<file path="config.mk">
export PLATFORM = sky130hd
export DESIGN_NAME = baud_tick_gen_frac
export DESIGN_NICKNAME = d
export VERILOG_FILES = /design/src/rtl/baud_tick_gen_frac_pkg.sv /design/src/rtl/baud_tick_gen_frac_divider.sv /design/src/rtl/baud_tick_gen_frac.sv
export SDC_FILE = /design/constraint.sdc
export NUM_CORES = 1
export LEC_CHECK = 0
export CORE_MARGIN = 3
export CORE_UTILIZATION = 65
export CTS_BUF_LIST = sky130_fd_sc_hd__clkbuf_4
export CTS_CLUSTER_DIAMETER = 100
export DETAILED_ROUTE_END_ITERATION = 10
export HOLD_SLACK_MARGIN = 0.1
export PLACE_DENSITY = 0.91
export RECOVER_POWER = 50
export SLEW_MARGIN = 10
export SYNTH_ARGS = -nofsm -noshare
export SYNTH_HDL_FRONTEND = slang
export SYNTH_SLANG_ARGS = --single-unit
</file>
<file path="constraint.sdc">
create_clock -name clk -period 7.85 [get_ports clk]
set_input_delay 1.9625 -clock clk [delete_from_list [all_inputs] [get_ports clk]]
set_output_delay 1.9625 -clock clk [all_outputs]
set_load 0.005 [all_outputs]
</file>
<file path="src/rtl/baud_tick_gen_frac_pkg.sv">
// Shared constants and types for the fractional baud tick generator.
package baud_pkg;

  typedef enum logic {
    OSR16 = 1'b0,
    OSR8  = 1'b1
  } osr_e;

  localparam int MIN_DIV      = 2;
  localparam int DEF_DIV_INT  = 325;
  localparam int DEF_DIV_FRAC = 8;

endpackage

</file>
<file path="src/rtl/baud_tick_gen_frac_divider.sv">
// Fractional clock divider: one-cycle registered tick every int or int+1 enabled clocks.
// First tick lands i_int enabled clocks after restart/reset; i_en low freezes all state.
module frac_divider #(
  parameter int INT_W  = 16,
  parameter int FRAC_W = 4
) (
  input  logic              clk,
  input  logic              resetn,
  input  logic              i_en,
  input  logic              i_restart,
  input  logic [INT_W-1:0]  i_int,
  input  logic [FRAC_W-1:0] i_frac,
  output logic              o_tick
);

  logic [INT_W-1:0]  r_cnt;
  logic [FRAC_W-1:0] r_acc;
  logic              r_carry;
  logic              r_tick;

  logic [INT_W:0]    w_last;
  logic              w_end;
  logic [FRAC_W:0]   w_acc_sum;

  // A carry out of the accumulator stretches the following period by one clock.
  assign w_last    = {1'b0, i_int} + {{INT_W{1'b0}}, r_carry} - {{INT_W{1'b0}}, 1'b1};
  assign w_end     = ({1'b0, r_cnt} == w_last);
  assign w_acc_sum = {1'b0, r_acc} + {1'b0, i_frac};

  always_ff @(posedge clk) begin
    if (!resetn || i_restart) begin
      r_cnt   <= '0;
      r_acc   <= '0;
      r_carry <= 1'b0;
      r_tick  <= 1'b0;
    end else if (i_en) begin
      if (w_end) begin
        r_cnt   <= '0;
        r_acc   <= w_acc_sum[FRAC_W-1:0];
        r_carry <= w_acc_sum[FRAC_W];
        r_tick  <= 1'b1;
      end else begin
        r_cnt   <= r_cnt + INT_W'(1);
        r_tick  <= 1'b0;
      end
    end else begin
      r_tick <= 1'b0;
    end
  end

  assign o_tick = r_tick;

endmodule

</file>
<file path="src/rtl/baud_tick_gen_frac.sv">
// UART rx oversample / tx bit tick generator with fractional divisor and shadowed config.
// Ticks are registered; new config waits in a shadow until the cycle after a tx_tick (or at once when idle).
module baud_tick_gen_frac
  import baud_pkg::*;
#(
  parameter int DIV_W    = 16,
  parameter int FRAC_W   = 4,
  parameter int DEF_INT  = DEF_DIV_INT,
  parameter int DEF_FRAC = DEF_DIV_FRAC
) (
  input  logic              clk,
  input  logic              resetn,
  input  logic              en,
  input  logic [DIV_W-1:0]  div_int,
  input  logic [FRAC_W-1:0] div_frac,
  input  logic              osr8,
  input  logic              cfg_load,
  output logic              cfg_busy,
  input  logic              rx_resync,
  output logic              rx_tick,
  output logic              tx_tick
);

  localparam int TX_W = DIV_W + 4;
  localparam int V_W  = DIV_W + FRAC_W;
  localparam int VX_W = V_W + 4;

  logic [DIV_W-1:0]  r_sh_int;
  logic [FRAC_W-1:0] r_sh_frac;
  osr_e              r_sh_osr;
  logic              r_busy;
  logic [DIV_W-1:0]  r_act_int;
  logic [FRAC_W-1:0] r_act_frac;
  osr_e              r_act_osr;

  logic [DIV_W-1:0]  w_int_c;
  logic [V_W-1:0]    w_v;
  logic [VX_W-1:0]   w_vx;
  logic [TX_W-1:0]   w_tx_int;
  logic [FRAC_W-1:0] w_tx_frac;
  logic              w_apply;
  logic              w_rx_tick;
  logic              w_tx_tick;

  assign w_int_c   = (r_act_int < DIV_W'(MIN_DIV)) ? DIV_W'(MIN_DIV) : r_act_int;
  assign w_v       = {w_int_c, r_act_frac};
  // tx period is V scaled by the oversampling ratio, split back into int/frac.
  assign w_vx      = (r_act_osr == OSR8) ? {1'b0, w_v, 3'b000} : {w_v, 4'b0000};
  assign w_tx_int  = w_vx[VX_W-1:FRAC_W];
  assign w_tx_frac = w_vx[FRAC_W-1:0];

  assign w_apply   = r_busy & (w_tx_tick | ~en);

  always_ff @(posedge clk) begin
    if (!resetn) begin
      r_busy     <= 1'b0;
      r_sh_int   <= '0;
      r_sh_frac  <= '0;
      r_sh_osr   <= OSR16;
      r_act_int  <= DIV_W'(DEF_INT);
      r_act_frac <= FRAC_W'(DEF_FRAC);
      r_act_osr  <= OSR16;
    end else begin
      if (w_apply) begin
        r_act_int  <= r_sh_int;
        r_act_frac <= r_sh_frac;
        r_act_osr  <= r_sh_osr;
      end
      // A load in the apply cycle becomes a fresh pending load.
      if (cfg_load) begin
        r_sh_int  <= div_int;
        r_sh_frac <= div_frac;
        r_sh_osr  <= osr8 ? OSR8 : OSR16;
        r_busy    <= 1'b1;
      end else if (w_apply) begin
        r_busy    <= 1'b0;
      end
    end
  end

  frac_divider #(
    .INT_W  (DIV_W),
    .FRAC_W (FRAC_W)
  ) u_rx_div (
    .clk       (clk),
    .resetn    (resetn),
    .i_en      (en),
    .i_restart (w_apply | rx_resync),
    .i_int     (w_int_c),
    .i_frac    (r_act_frac),
    .o_tick    (w_rx_tick)
  );

  frac_divider #(
    .INT_W  (TX_W),
    .FRAC_W (FRAC_W)
  ) u_tx_div (
    .clk       (clk),
    .resetn    (resetn),
    .i_en      (en),
    .i_restart (w_apply),
    .i_int     (w_tx_int),
    .i_frac    (w_tx_frac),
    .o_tick    (w_tx_tick)
  );

  assign rx_tick  = w_rx_tick;
  assign tx_tick  = w_tx_tick;
  assign cfg_busy = r_busy;

endmodule

</file>
==> impl_metrics.yaml, run 1 <==
# flow metrics
clock_tree:
  ctsRootBufferMaster: "clkbuf_4"
  cts_num_sinks: 88
  cts_hold_buf: 0
  cts_buffers: 9
  h-tree-depth: 3
  clk_pin_slew_worst_paths_ns: 0.15
  clkLatencyLatePin_ns: 0.45
  post-cts-setup-buffers: 0
  cts_resized: 0
synthesis:
  flop_cell: "dfxtp_1"
  edf_count: 0
  syn_area_um2: 5710
  compound_area_share_pct: 13.8
  ys_sh_mux_pct: 7.01
  ys_top_logic_family: "simple AND/OR/NAND/NOR gates"
  top_cells_by_area: "dfxtp_1, xnor2_1, mux2i_1"
  synth.largest_area_cell: "dfxtp_1"
  ys_cells: 680
  synth.net_count: 718
  ys_sh_simple_pct: 28.7
  ys_area_um2: 5710
  synthArstFlopShare_pct: 0
  syn_inst: 680
  fa_ha_area_share_pct: 2.76
  yosys.cell_count.top_type: "dfxtp_1"
  ys.flops: 88
  top_cell_area_share_pct: 30.9
  yosysWarnings: 0
  postSynthSeqShare_pct: 30.9
  syn_avg_cell_area_um2: 8.39
grt:
  grt_pass1_wl_mm: 22.8
  grt_pass1_vias: 4918
  grt-ovfl-total: 0
  antenna_found_initial: 0
  grt_max_degree: 51
floorplanning:
  coreArea_um2: 8380
  fp_util_pct: 68.1
  die_w_um: 99.7
  placement_rows: 33
  die.size.y_um: 99.7
  ios: 29
pwr:
  p_per_area_nw_per_um2: 142
  power.leakage_nw: 2.12
  p_total_mw: 0.855
  irDropWorstVdd_mv: 0.155
layout:
  drive_above_1_share_pct: 6.17
  finalInstanceArea_um2: 6040
  final_nets: 714
sta:
  slew_violations: 23
  worst_pin_slew_ns: 1.52
  finClkSkew_ns: 0.0244
  period_used_pct: 62.6
  grt_setup_unrepaired: "false"
  tns_ns: 0
  whs_ns: 0.478
  fin_ws_ns: 2.93
  finalHoldViolCount: 0
  max_freq_ghz: 0.203
  finalSetupViolCount: 0
  period_needed_ns: 4.92
  relSlewSlack_pct: -1.47
placement:
  place_area_um2: 5900
  dpl_worst_slack_ns: 2.75
  port_buffers: 28
  gp_congestion: 0.914
  hpwlAfterDp_mm: 9.92
  dp.cells: 770
critical_path:
  cp_max_fo: 50
  crit_path_end_kind: "flop"
  cp-start-kind: "flop"
  cp.required_ns: 8.23
  arrival_ns: 5.29
  r2r_cells: 10
outcome:
  outcome: "finished with violations"
  violations: "max-capacitance violations, max-slew violations"
hold_path:
  min_path_type: "reg -> reg"
  hold_depth: 2
detailed_routing:
  detail-route-antenna-nets: 0
  firstDrtPassIters: 6
  remaining_drc_errors: 0
  drt-initial-drc-count: 413
  viasPerCell: 6.37
flow_run:
  maxCapViolCount: 1
  warning_count: 26
==> run 1: state kept, by name (all words and copies together) (netlist names), 4 cells and up <==
signal          count
u_tx_div.r_cnt     20
u_rx_div.r_cnt     16
r_sh_int           16
u_rx_div.r_acc      4
r_act_int          16
r_act_frac          4
r_sh_frac           4
==> run 1: worst max-delay path, cell delays in order (launching register included) <==
cell and delay, ns:
dfxtp_2 1.00, mux2i_1 0.31, ha_1 0.21, nand2b_1 0.15, a211oi_2 0.40, and4_1 0.35, nand2_1 0.07, o41ai_1 0.74
o211ai_1 0.33, nor4_4 1.00, mux2i_1 0.29
==> run 1: layer usage <==
metal / wire, um / GRT usage, % / share of wire [%]
met5: 0 / 0 / 0
met4: 356 / 10.9 / 2.7
met3: 794 / 4.49 / 5.9
met2: 6610 / 46.6 / 49
met1: 5620 / 35.3 / 42
==> run 1: final timing paths <==
| path | startpoint | end | slack [ns] |
|---|---|---|---|
| max | r_act_osr | u_tx_div.r_carry | 2.93 |
| min | r_sh_frac[2] | r_act_frac[2] | 0.48 |
| max reg2reg | r_act_osr | u_tx_div.r_carry | 2.93 |
| min reg2reg | r_sh_frac[2] | r_act_frac[2] | 0.48 |
==> run 1: power breakdown <==
| part | leakage [nW] | switching [mW] | internal (mW) |
|---|---|---|---|
| combinational | 1.33 | 0.0566 | 0.0483 |
| sequential | 0.716 | 0.0180 | 0.458 |
| clock | 0.0795 | 0.168 | 0.106 |
==> run 1: placed cells by master (no fill, tap or decap), types with 4 or more instances in the layout <==
cell,netlist,routed
a211o_1,4,4
a211oi_1,5,5
a21boi_0,19,19
a21o_1,4,4
a21oi_1,21,21
and2_1,6,6
and3_1,12,12
clkbuf_4,0,10
clkdlybuf4s50_1,0,22
dfxtp_1,88,87
dlygate4sd3_1,0,4
ha_1,11,11
inv_1,16,16
mux2i_1,40,40
nand2_1,77,77
nand2b_1,7,7
nand3_1,22,22
nand4_1,11,11
nor2_1,49,49
nor2b_1,28,28
nor3_1,37,37
nor3b_1,4,4
nor4_1,8,8
o211ai_1,6,6
o311ai_0,4,4
o31ai_1,4,4
or3_1,4,4
or4_1,5,5
xnor2_1,47,47
xor2_1,28,28
==> run 1: kinds of logic after synthesis <==
kind of cell             after synthesis
adder cells (fa/ha/maj)               12
flip-flops                            88
XOR/XNOR                              76
AND-OR/OR-AND                        101
buffers and inverters                 61
AND/OR/NAND/NOR                      302
multiplexers                          40
==> run 1: cell type report <==
class / instances / area (um^2)
Tap cell: 105 / 131
Inverter: 18 / 67.6
Multi-Input combinational cell: 531 / 3660
Clock inverter: 6 / 75.1
Fill cell: 617 / 2340
Timing Repair Buffer: 28 / 269
Sequential cell: 88 / 1760
Clock buffer: 10 / 75.1
### Routing congestion map, run 1

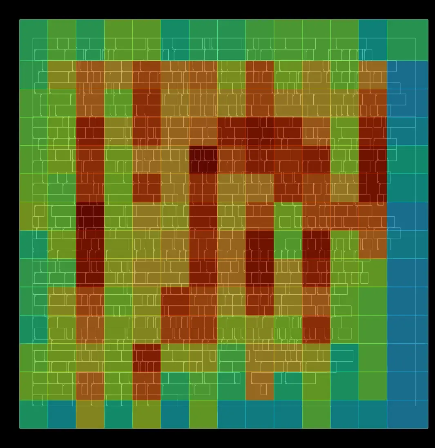
Final Core Density: 72.0%
gr usage total: 27.7%
GR Util met2: 46.6%
busiest layer in global routing: met2
wire per inst: 17.0 um

### Metal 3, run 1

Cells faint in the background.
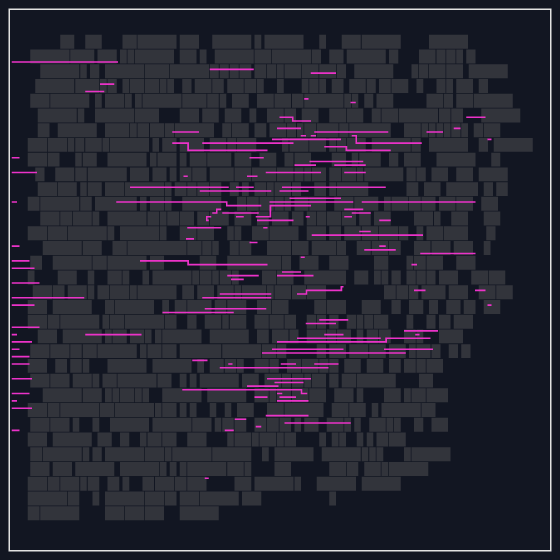
The layer holds 5.9% of the routed length. The layer carries 794 um of wire. The longest straight run is 26.2 um.
DR vias: 5,004
final WL: 13.4 mm
M3 GR Usage: 4.49%

### Gate families picked out, run 1

The bar under the picture is 20 um long.
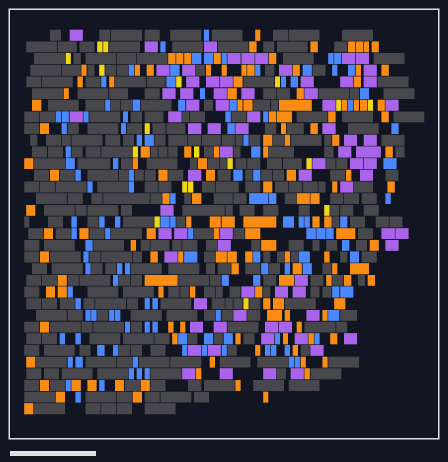
Key: XOR/XNOR gates = purple [cells 76, most used xnor2_1]; NAND gates = blue [cells 124, most used nand2_1]; inverters = yellow [cells 18, most used inv_1]; NOR gates = orange [cells 139, most used nor2_1, where spread over the die]
logic share of the area: 60.6%
Commonest Layout Cell: dfxtp_1
Non-Filler Instances: 786

### Clock network drawn from the DEF, run 1

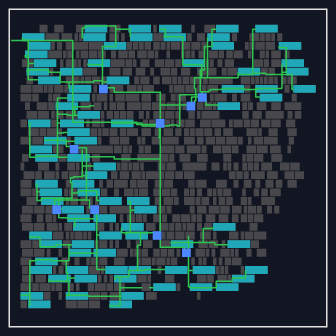

==> run 2: changes to the inputs <==
- CORE_UTILIZATION: 65 -> 57
- PLACE_DENSITY: 0.91 -> 0.85
- clock period: 7.85 -> 4.4 ns (I/O delays scaled with it)
### Clock network drawn from the DEF, run 2

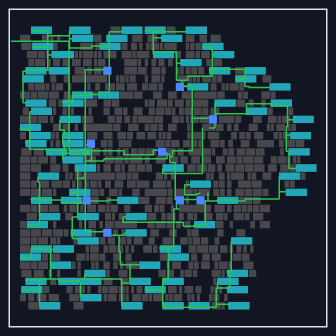
Key: clock wires = green [length 1,050 um]; cells driving clock nets = blue [count 9]; flip-flops = cyan [count 88]
There are 10 routed clock nets. Position of the flops: spread over the die.
clock skew: 0.0196 ns
Clk Latency, worst-skew pair: 0.44 ns
clk pwr: 0.524 mW
Clock power frac: 33.5%

==> impl_metrics.yaml, run 2 <==
# flow metrics
synthesis:
  synth.net_count: 718
  yosys.cell_count.top_type: "dfxtp_1"
  flop_cell: "dfxtp_1"
  ys_cells: 680
  ys.flops: 88
  ys_area_um2: 5710
  synthArstFlopShare_pct: 0
  top_cells_by_area: "dfxtp_1, xnor2_1, mux2i_1"
  postSynthSeqShare_pct: 30.9
  syn_avg_cell_area_um2: 8.39
  ys_top_cells_by_count: "dfxtp_1, nand2_1, nor2_1"
  yosysWarnings: 0
  yosysUniqueCellTypes: 74
  syn_inst: 680
  top_cell_area_share_pct: 30.9
  edf_count: 0
  syn_area_um2: 5710
  synth.largest_area_cell: "dfxtp_1"
flow_run:
  maxCapViolCount: 0
  warning_count: 26
pwr:
  irDropWorstVdd_mv: 0.182
  p_total_mw: 1.57
  power.leakage_nw: 2.20
  p_per_area_nw_per_um2: 253
clock_tree:
  cts_num_sinks: 88
  clk_pin_slew_worst_paths_ns: 0.15
  ctsRootBufferMaster: "clkbuf_4"
  cts_tree: "built"
  post-cts-setup-buffers: 0
  clock_path_buffers: 2
  cts_buffers: 9
  cts_hold_buf: 0
  cts_resized: 0
  h-tree-depth: 3
sta:
  relSlewSlack_pct: 19.4
  whs_ns: 0.467
  worst_pin_slew_ns: 1.20
  finalHoldViolCount: 0
  max_freq_ghz: 0.243
  grt_setup_unrepaired: "false"
  slew_violations: 0
  period_needed_ns: 4.11
  finalSetupViolCount: 0
  tns_ns: 0
  period_used_pct: 93.5
hold_path:
  hold_depth: 2
  min_path_type: "reg -> reg"
floorplanning:
  die.size.y_um: 106
  fp_util_pct: 60.1
  placement_rows: 35
  coreArea_um2: 9500
  ios: 29
  die_w_um: 106
  dieArea_um2: 11300
layout:
  final_nets: 729
  final_core_util_pct: 65.2
  top_register: "u_tx_div.r_cnt"
  lay_top_cells: "dfxtp_1, nand2_1, nor2_1, xnor2_1, mux2i_1"
  antenna_cells: 0
  syn_to_final_growth_pct: 8.57
  layout_top_cell: "dfxtp_1"
  drive_above_1_share_pct: 7.77
  largest_reg_flops: 20
grt:
  grt-ovfl-total: 0
  grt_max_degree: 40
  grtUsageTotal_pct: 24.9
  grt_pass1_vias: 4819
  antenna_found_initial: 0
  grt_pass1_wl_mm: 22.8
critical_path:
  r2r_cells: 15
  crit_path_end_kind: "flop"
  cp-start-kind: "flop"
  cp.required_ns: 4.74
  cp_max_fo: 11
  path_class: "reg -> reg"
  arrival_ns: 4.45
detailed_routing:
  wl_per_cell_um: 16.5
  detail-route-antenna-nets: 0
  viasPerCell: 6.05
  route.met2.wl_mm: 6.40
  firstDrtPassIters: 6
  drt-met1-wl_mm: 6.11
  dr_wl_met3_um: 708
  remaining_drc_errors: 0
  routed.top_layer: "met4"
  drt-initial-drc-count: 310
outcome:
  outcome: "finished, final reports clean"
placement:
  gp_congestion: 0.957
  port_buffers: 28
  hpwlAfterDp_mm: 10.4
### Metal 3, run 2

Cells faint in the background.
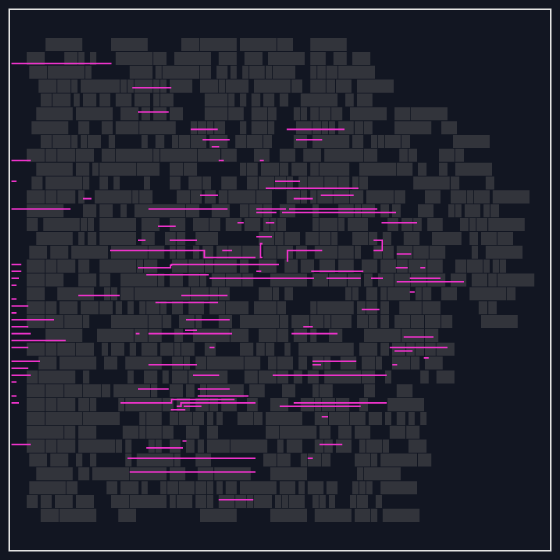
The longest straight run is 24.8 um. The layer holds 5.2% of the routed length. 79 nets have wire on it. The wires run mostly horizontal. The layer carries 708 um of wire.
DR vias: 4,985
final WL: 13.6 mm

run 2: worst paths after layout:
kind	from	to	slack, ns
setup reg to reg	r_act_int[13]	u_rx_div.r_acc[3]	0.29
hold reg to reg	r_sh_int[0]	r_act_int[0]	0.47
setup / recovery	r_act_int[13]	u_rx_div.r_acc[3]	0.29
hold / removal	r_sh_int[0]	r_act_int[0]	0.47
run 2: report_power, final:
part | switching [mW] | internal [mW]
logic | 0.111 | 0.0919
registers | 0.0221 | 0.817
clock network | 0.292 | 0.233
run 2: area by class of cell:
type	instances	area [um^2]
clock buffer	9	67.6
clock inverter	6	92.6
fill	786	3310
inverter	18	67.6
multi-input combinational	531	3660
sequential	88	1760
tap	129	161
timing repair buffer	43	389
run 2: cells by family (layout without fill, tap and decap cells):
kind of cell / Yosys count / count (layout) / synth area share (%)
XOR/XNOR: 76 / 76 / 11.8
adder cells (fa/ha/maj): 12 / 12 / 2.76
AND-OR/OR-AND: 101 / 101 / 13.8
AND/OR/NAND/NOR: 302 / 302 / 28.7
flip-flops: 88 / 88 / 30.9
multiplexers: 40 / 40 / 7.01
buffers and inverters: 61 / 76 / 5.09
run 2: layer usage:
metal / up-vias / global-route usage, %
met2: 162 / 41.3
met4: 0 / 9.81
met3: 35 / 3.40
li1: 2432 / -
met1: 2356 / 32.8
met5: - / 0
run 2: critical path: stages (launching register included):
cell and delay, ns:
dfxtp_1 0.45, nor3_2 0.39, nand4_2 0.23, o31a_1 0.34, inv_2 0.10, ha_1 0.18, ha_1 0.21, or3b_1 0.40
or4_1 0.47, o22ai_1 0.17, a211o_1 0.13, o211ai_1 0.14, nor4_4 0.29, buf_4 0.22, mux2i_1 0.23, nor2_1 0.06
run 2: metrics by stage:
| step | instances | setup WS (ns) | cell area (um^2) |
|---|---|---|---|
| after floorplan | 680 | 0.557 | 5710 |
| after global placement | 809 | 0.452 | 6040 |
| after detailed placement | 809 | 0.375 | 6040 |
| after CTS | 824 | 0.332 | 6200 |
| after global routing | 824 | 0.0585 | 6200 |
| final | 824 | 0.288 | 6200 |
### Gate families picked out, run 2

The bar under the picture is 20 um long.
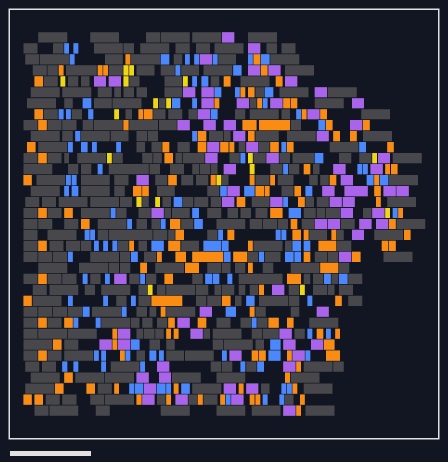

==> run 3: changes to the inputs <==
- CAP_MARGIN: unset -> 40
- MAX_ROUTING_LAYER: unset -> met4
- SKIP_CTS_REPAIR_TIMING: unset -> 1
### Gate families picked out, run 3

The bar under the picture is 20 um long.
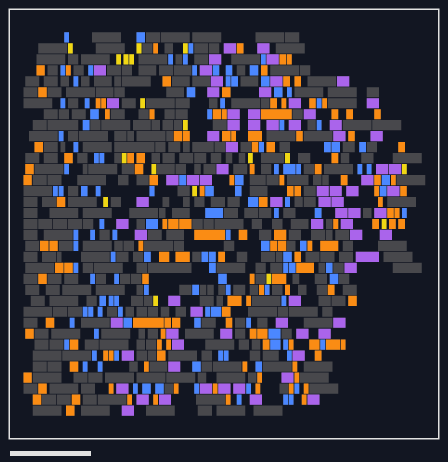
Key: inverters = yellow [cells 18, most used inv_1]; XOR/XNOR gates = purple [cells 76, most used xnor2_1]; NOR gates = orange [cells 139, most used nor2_1, where spread over the die]; NAND gates = blue [cells 124, most used nand2_1]
logic share of the area: 59.0%
Non-Filler Instances: 827

==> impl_metrics.yaml, run 3 <==
# flow metrics
synthesis:
  yosys.cell_count.top_type: "dfxtp_1"
  edf_count: 0
  postSynthSeqShare_pct: 30.9
  ys_cells: 680
  ys_top_cells_by_count: "dfxtp_1, nand2_1, nor2_1"
  syn_avg_cell_area_um2: 8.39
  top_cell_area_share_pct: 30.9
  syn_inst: 680
  synthArstFlopShare_pct: 0
  yosysWarnings: 0
  flop_cell: "dfxtp_1"
  top_cells_by_area: "dfxtp_1, xnor2_1, mux2i_1"
  syn_area_um2: 5710
  ys_area_um2: 5710
  synth.net_count: 718
placement:
  port_buffers: 28
  hpwlAfterDp_mm: 10.7
  gp_congestion: 0.949
  dp.cells: 811
sta:
  grt_setup_unrepaired: "false"
  slew_violations: 0
  period_used_pct: 92.8
  tns_ns: 0
  period_needed_ns: 4.08
  finalSetupViolCount: 0
  max_freq_ghz: 0.245
  finClkSkew_ns: 0.0230
  relSlewSlack_pct: 39.9
  finalHoldViolCount: 0
layout:
  top_register: "u_tx_div.r_cnt"
  final_nets: 731
  antenna_cells: 0
  regArea_um2: 1760
  layout_top_cell: "dfxtp_1"
  logic_area_um2: 3660
  fill_cells: 815
  largest_reg_flops: 20
  lay_top_cells: "dfxtp_1, nand2_1, nor2_1, xnor2_1, mux2i_1"
  drive_above_1_share_pct: 7.88
detailed_routing:
  remaining_drc_errors: 0
  drt-initial-drc-count: 391
  wl_per_cell_um: 17.2
  finalWirelength_mm: 14.2
  detail-route-antenna-nets: 0
  firstDrtPassIters: 5
hold_path:
  min-delay-start: "r_sh_frac[1]"
  holdPathEnd: "r_act_frac[1]"
  min_path_type: "reg -> reg"
clock_tree:
  cts_tree: "built"
  h-tree-depth: 3
  clkLatencyLatePin_ns: 0.46
  cts_buffers: 9
  ctsRootBufferMaster: "clkbuf_4"
grt:
  antenna_found_initial: 0
  grt_pass1_vias: 4967
  use_met1_pct: 33.3
  grt_util_met2_pct: 45.4
  grt-ovfl-total: 0
  grt_use_met3_pct: 4.92
  busiest_layer: "met2"
  grt_pass1_wl_mm: 24.1
pwr:
  p_per_area_nw_per_um2: 246
  irDropWorstVdd_mv: 0.224
  p_total_mw: 1.52
floorplanning:
  ios: 29
  placement_rows: 35
  coreArea_um2: 9500
  die_w_um: 106
  die.size.y_um: 106
  fp_util_pct: 60.1
  dieArea_um2: 11300
outcome:
  outcome: "finished, final reports clean"
flow_run:
  warning_count: 26
  maxCapViolCount: 0
critical_path:
  worstPathCellList: "nor3_2 -> nand4_2 -> o31a_1 -> inv_2 -> ha_1 -> ha_1 -> or3b_1 -> or4_1 -> o22ai_1 -> a211o_1 -> o211ai_1 -> or4_1 -> a31oi_1 -> nor2_1"
  cp-startpoint: "r_act_int[13]"
  r2r-end: "u_rx_div.r_cnt[1]"
  crit_path_end_kind: "flop"
  reg2reg_slack_ns: 0.32
  cp.required_ns: 4.76
  timing.rr.start: "r_act_int[13]"
  cp_max_fo: 11
  cp-start-kind: "flop"
  r2r_cells: 14
  slowest_stage: "or4_1"
  critPathMaxStageDelay_ns: 0.56
### Cells by drive strength, run 3

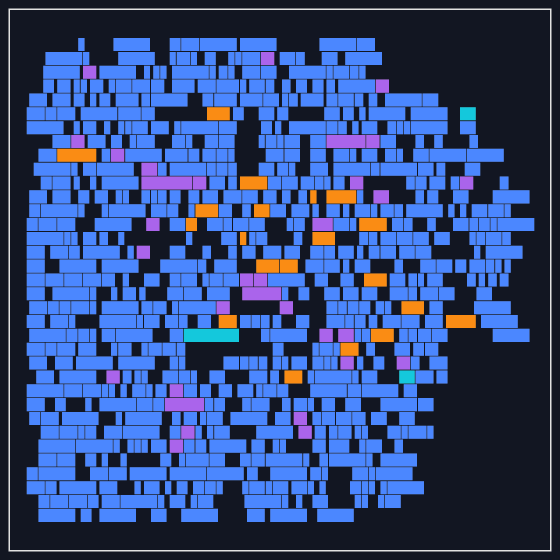
Key: drive 6 and up = cyan [cells 3]; drive 2 = orange [cells 20]; drive 1 or less = blue [cells 643]; drive 3 to 4 = purple [cells 32]
area grow syn2layout: 8.51%
Non-clk bufs: 45
fin area: 6190 um^2

run 3: layout make-up:
type | instances | share of cell area [%]
multi-input cells | 531 | 59.0
well taps | 129 | 2.61
flip-flops and latches | 88 | 28.5
inverters | 18 | 1.09
clock buffers | 9 | 1.09
clock inverters | 7 | 1.25
repair buffers | 45 | 6.46
run 3: worst max-delay path, delay by kind of cell (launching register included):
kind                     cells  cell delay [ns]
buffers and inverters        1             0.10
AND-OR/OR-AND                5             0.94
adder cells (fa/ha/maj)      2             0.39
AND/OR/NAND/NOR              6             2.11
flip-flops                   1             0.46
run 3: worst max-delay path by stage:
stage,slack (ns),cells after the start,end
2_1_floorplan,0.56,17,u_rx_div.r_cnt[13]
3_3_place_gp,0.46,14,u_rx_div.r_cnt[1]
3_5_place_dp,0.35,14,u_rx_div.r_cnt[1]
4_1_cts,0.36,14,u_rx_div.r_cnt[1]
5_1_grt,0.02,15,u_rx_div.r_acc[0]
6_report,0.32,14,u_rx_div.r_cnt[1]
run 3: logic make-up (layout without fill, tap and decap cells):
family	after synthesis	after routing	synth area share, %
simple gates	302	302	28.7
xor+xnor	76	76	11.8
flops	88	88	30.9
compound gates	101	101	13.8
mux	40	40	7.01
buf+inv	61	79	5.09
fa+ha+maj	12	12	2.76
run 3: stage by stage:
step | area [um^2] | setup slack (ns) | util (%)
final | 6190 | 0.317 | 65.2
after global routing | 6190 | 0.0238 | 65.2
after CTS | 6210 | 0.362 | 65.3
after detailed placement | 6060 | 0.354 | 63.8
after global placement | 6050 | 0.457 | 63.6
after floorplan | 5710 | 0.557 | -
run 3: where the power goes:
| part | leakage (nW) | switching (mW) | internal (mW) |
|---|---|---|---|
| Clock | 0.0785 | 0.303 | 0.178 |
| Sequential | 0.716 | 0.0233 | 0.817 |
| Combinational | 1.41 | 0.111 | 0.0920 |
| Total | 2.20 | 0.437 | 1.09 |
run 3: routing by layer:
layer  up-vias  routed length [um]
met2       183                6830
met3        25                 876
met4         0                 320
met1      2347                6170
li1       2441                   -
met5         -                   0
No activity file was given, so power comes from the tool's default toggle rates.
